==> src/rtl/rrat_commit.sv <==
// -----------------------------------------------------------------------------
// rrat_commit
//   Retirement RAT. Holds the committed arch->phys map, returns the displaced
//   physical register to the freelist on each commit, and publishes the
//   committed map with a one-cycle restore pulse after a flush.
//
// Ports
//   clk, rst        : clock, synchronous active-high reset
//   commit_valid    : ROB head retires this cycle
//   commit_rd       : architectural destination of retiring instruction
//   commit_pd       : physical destination of retiring instruction
//   flush_valid     : mispredict/flush (shared with freelist)
//   free_valid      : registered, displaced pd is being returned
//   free_pd         : registered, displaced pd
//   restore_valid   : registered one-cycle pulse, speculative RAT copies rrat_map
//   rrat_map        : combinational view of the table, entry i at [i*WIDTH +: WIDTH]
// -----------------------------------------------------------------------------
module rrat_commit #(
   parameter int LOG_REGS = 32,
   parameter int PHY_REGS = 64,
   parameter int WIDTH    = $clog2(PHY_REGS),
   parameter int AW       = $clog2(LOG_REGS)
) (
   input  logic                      clk,
   input  logic                      rst,
   input  logic                      commit_valid,
   input  logic [AW-1:0]             commit_rd,
   input  logic [WIDTH-1:0]          commit_pd,
   input  logic                      flush_valid,
   output logic                      free_valid,
   output logic [WIDTH-1:0]          free_pd,
   output logic                      restore_valid,
   output logic [LOG_REGS*WIDTH-1:0] rrat_map
);

   logic [WIDTH-1:0] r_table [LOG_REGS];

   logic             w_accept;
   logic [WIDTH-1:0] w_old;
   logic             w_free;

   // x0 commits are dropped entirely, so entry 0 keeps its reset value of 0
   // and p0 is never handed back to the freelist.
   assign w_accept = commit_valid && (commit_rd != '0);
   assign w_old    = r_table[commit_rd];

   // The freelist resets to full in the cycle after a flush; a free issued
   // in that cycle would insert a pd twice, so it is suppressed. The table
   // write itself still happens so the restored map includes the branch.
   assign w_free   = w_accept && (w_old != commit_pd) && !flush_valid;

   always_ff @(posedge clk) begin
      if (rst) begin
         for (int i = 0; i < LOG_REGS; i++)
            r_table[i] <= WIDTH'(i);
      end else if (w_accept) begin
         r_table[commit_rd] <= commit_pd;
      end
   end

   always_ff @(posedge clk) begin
      if (rst) begin
         free_valid    <= 1'b0;
         free_pd       <= '0;
         restore_valid <= 1'b0;
      end else begin
         free_valid    <= w_free;
         restore_valid <= flush_valid;
         // free_pd is a don't-care while free_valid is low; hold it then.
         if (w_free)
            free_pd <= w_old;
      end
   end

   for (genvar g = 0; g < LOG_REGS; g++) begin : g_map
      assign rrat_map[g*WIDTH +: WIDTH] = r_table[g];
   end

endmodule

==> config.mk <==
export PLATFORM = sky130hd
export DESIGN_NAME = rrat_commit
export DESIGN_NICKNAME = d
export VERILOG_FILES = /design/src/rtl/rrat_commit.sv
export SDC_FILE = /design/constraint.sdc
export NUM_CORES = 1
export LEC_CHECK = 0
export CORE_MARGIN = 10
export CORE_UTILIZATION = 40
export CTS_CLUSTER_SIZE = 12
export DETAILED_ROUTE_END_ITERATION = 8
export DONT_BUFFER_PORTS = 1
export PLACE_DENSITY_LB_ADDON = 0.3
export SLEW_MARGIN = 20
export SYNTH_ARGS = -nofsm -noshare
export SYNTH_HDL_FRONTEND = slang
export SYNTH_SLANG_ARGS = --single-unit
==> constraint.sdc <==
create_clock -name clk -period 4.2 [get_ports clk]
set_clock_uncertainty 0.15 [all_clocks]
set_input_delay 0.84 -clock clk [delete_from_list [all_inputs] [get_ports clk]]
set_output_delay 0.84 -clock clk [all_outputs]
set_load 0.02 [all_outputs]
==> results.sh <==
# implementation run metrics
export IMPL_switching_share=0.254
export IMPL_clockNetworkAreaShare=0.0582
export IMPL_dr_pass1_iters=6
export IMPL_met2_wirelength_mm=15.5
export IMPL_worstMarginPinSlew_ps=1030
export IMPL_top_cells_by_count_synth="edfxtp_1, and2_1, mux2i_1, or3_1, o22ai_1"
export IMPL_grt_overflow=0
export IMPL_critical_path_arrival_ps=3860
export IMPL_top_reg_by_flops="r_table"
export IMPL_grtUsageMet2=0.326
export IMPL_io_pins=215
export IMPL_clock_fmax_mhz=272
export IMPL_relSlewSlack=0.307
export IMPL_worst_ir_drop_vdd_mv=0.251
export IMPL_fraction_of_area_in_multi_input_gates=0.328
export IMPL_grt_met1_usage=0.234
export IMPL_routed_top_layer="met4"
export IMPL_warning_count=28
export IMPL_routabilityCongestion=0.955
export IMPL_outcome="finished clean"
export IMPL_dp_cells=1005
export IMPL_power_report_internal_total_uw=3410
export IMPL_post_synth_inst_count=740
export IMPL_period_used=0.875
export IMPL_flip_flop_and_latch_share_of_the_layout_cell_area=0.568
export IMPL_synth_cellmix_compoundShare=0.0491
export IMPL_timing_critical_path_from_type="input port"
export IMPL_final_cells=1037
export IMPL_worstReg2RegStart="r_table[6][5]$_SDFFCE_PN0P_"
export IMPL_grt_use_total=0.206
export IMPL_route_detailed_vias_per_inst=6.03
export IMPL_yosysTopAreaCell="edfxtp_1"
export IMPL_logic_gates=472
export IMPL_cap_violations=0
export IMPL_drive_gt1_frac=0.128
export IMPL_wl_per_cell_um=31.9
export IMPL_layout_top_registers="r_table: 192 flops, free_pd: 6 flops"
export IMPL_finalHoldViolCount=0
export IMPL_synthMostInstantiatedCell="edfxtp_1"
export IMPL_routedLengthMet1_mm=11.9
export IMPL_synthSimpleGateAreaFrac=0.203
export IMPL_yosys_cells=740
export IMPL_delay_of_the_slowest_critical_path_stage_ps=660
export IMPL_area_growth_synth_to_final_pct=7.68
export IMPL_r2r_worst_path_cells=7
export IMPL_design_area_um2=10400
export IMPL_nonClockInverterCount=8
export IMPL_buffers=6
export IMPL_power_leader="sequential cells"
export IMPL_cts_hold_buf=0
export IMPL_yosysWarningCount=0
export IMPL_clock_slew_seen_by_the_registers_of_the_worst_setup_and_hold_paths_ps=70
export IMPL_cts_setup_buffers=0
export IMPL_synth_logic_family="simple AND/OR/NAND/NOR gates"
export IMPL_share_seq_of_total_power=0.558
export IMPL_final_comb_area_um2=3430
export IMPL_tns_ps=0
-- cells in the final DEF (no fill, tap or decap), types with 6 or more instances in the layout --
master / Yosys / final
a221oi_2: 6 / 6
or2_2: 31 / 31
o22ai_1: 44 / 44
a21oi_1: 6 / 6
dfxtp_1: 8 / 8
conb_1: 1 / 6
and2_1: 106 / 106
clkbuf_16: 0 / 17
nor2_1: 30 / 30
edfxtp_1: 192 / 192
buf_4: 3 / 6
nor4_1: 9 / 9
or3_1: 70 / 70
inv_1: 8 / 8
mux2i_1: 96 / 96
and3_2: 6 / 6
nand2b_1: 12 / 12
-- critical path: cells and delay by family --
family	cells	cell delay (ps)
AND-OR/OR-AND	3	640
multiplexers	1	460
AND/OR/NAND/NOR	3	1760
Fig. 1: local utilization
18 x 18 tiles, from white (low) to dark blue (high), 0 to 100% covered.
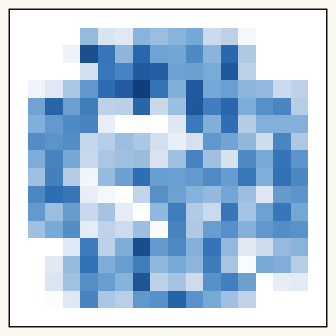
- densest ninth of the die: top centre
- fullest tile: 95%
- mean over tiles: 33%
- tiles over 75% full: 5.9%
- nearly empty tiles: 31%
fp util: 0.409
share of the core filled with cells: 0.441
core area: 23,700 µm²

Fig. 2: pin placement
Pins as bars across the die edge, other pins in grey.
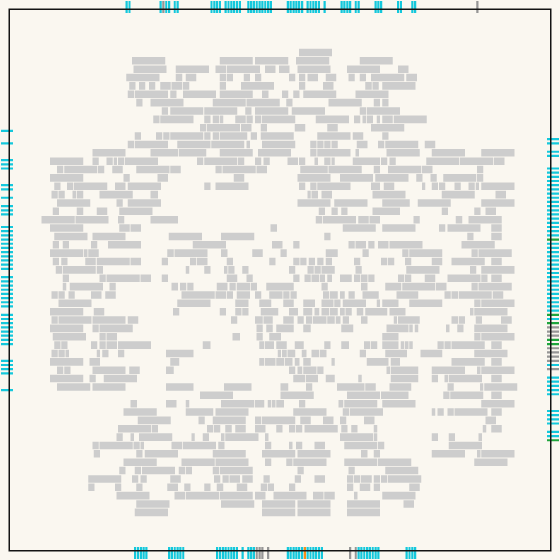
- commit_pd: green (pins 6; direction input; edge right)
- rst: orange (pins 1; direction input; edge bottom)
- rrat_map: cyan (pins 192; direction output; edge 51 right, 51 top, 47 bottom, 43 left)
- all pins by edge: 65 right, 54 bottom, 53 top, 43 left
port buffer count: 0
horizontal die size: 176 µm
Die Y: 176 µm

Fig. 3: metal 3
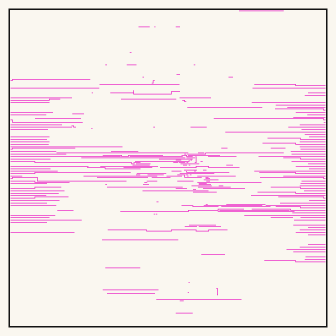
- nets with wire on the layer: 186
- longest straight run: 72.9 µm
- main direction: horizontal
- wire length on this layer: 4,650 µm
- share of all routed wire: 14%
met3 track demand over resource in global routing: 0.103
Post-Route WL: 33.0 mm

Fig. 4: cell outlines without signal wires
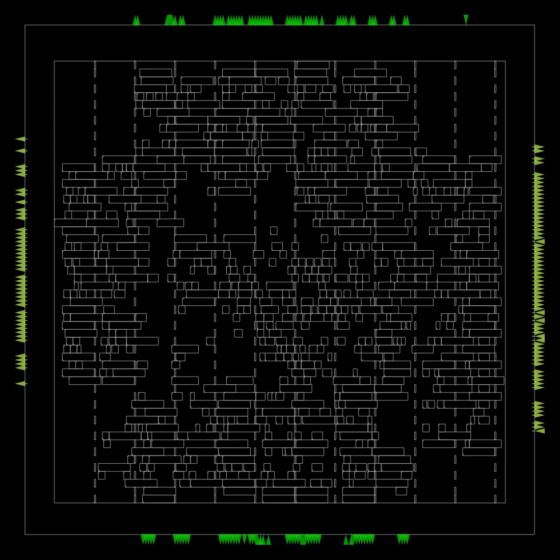
tap cell count: 319
number of rows in the core area: 56
layout sequential cell count: 200

Fig. 5: clock wires, drivers and flops
Bar = 50 µm.
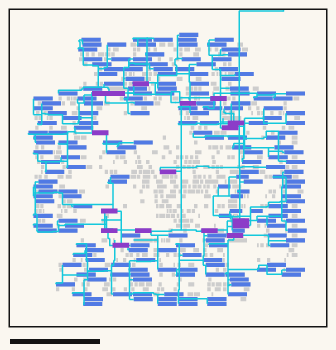
- flip-flops: blue (count 200)
- clock wires: cyan (length 2,420 µm)
- clock drivers: purple (count 17)
- flops lie: all over the die
- routed clock nets: 18
insertion delay of the later-clocked pin in the worst-skew pair: 430 ps
Clk. pwr: 1720 µW
clock share of power: 0.378

No activity file was given, so power comes from the tool's default toggle rates.
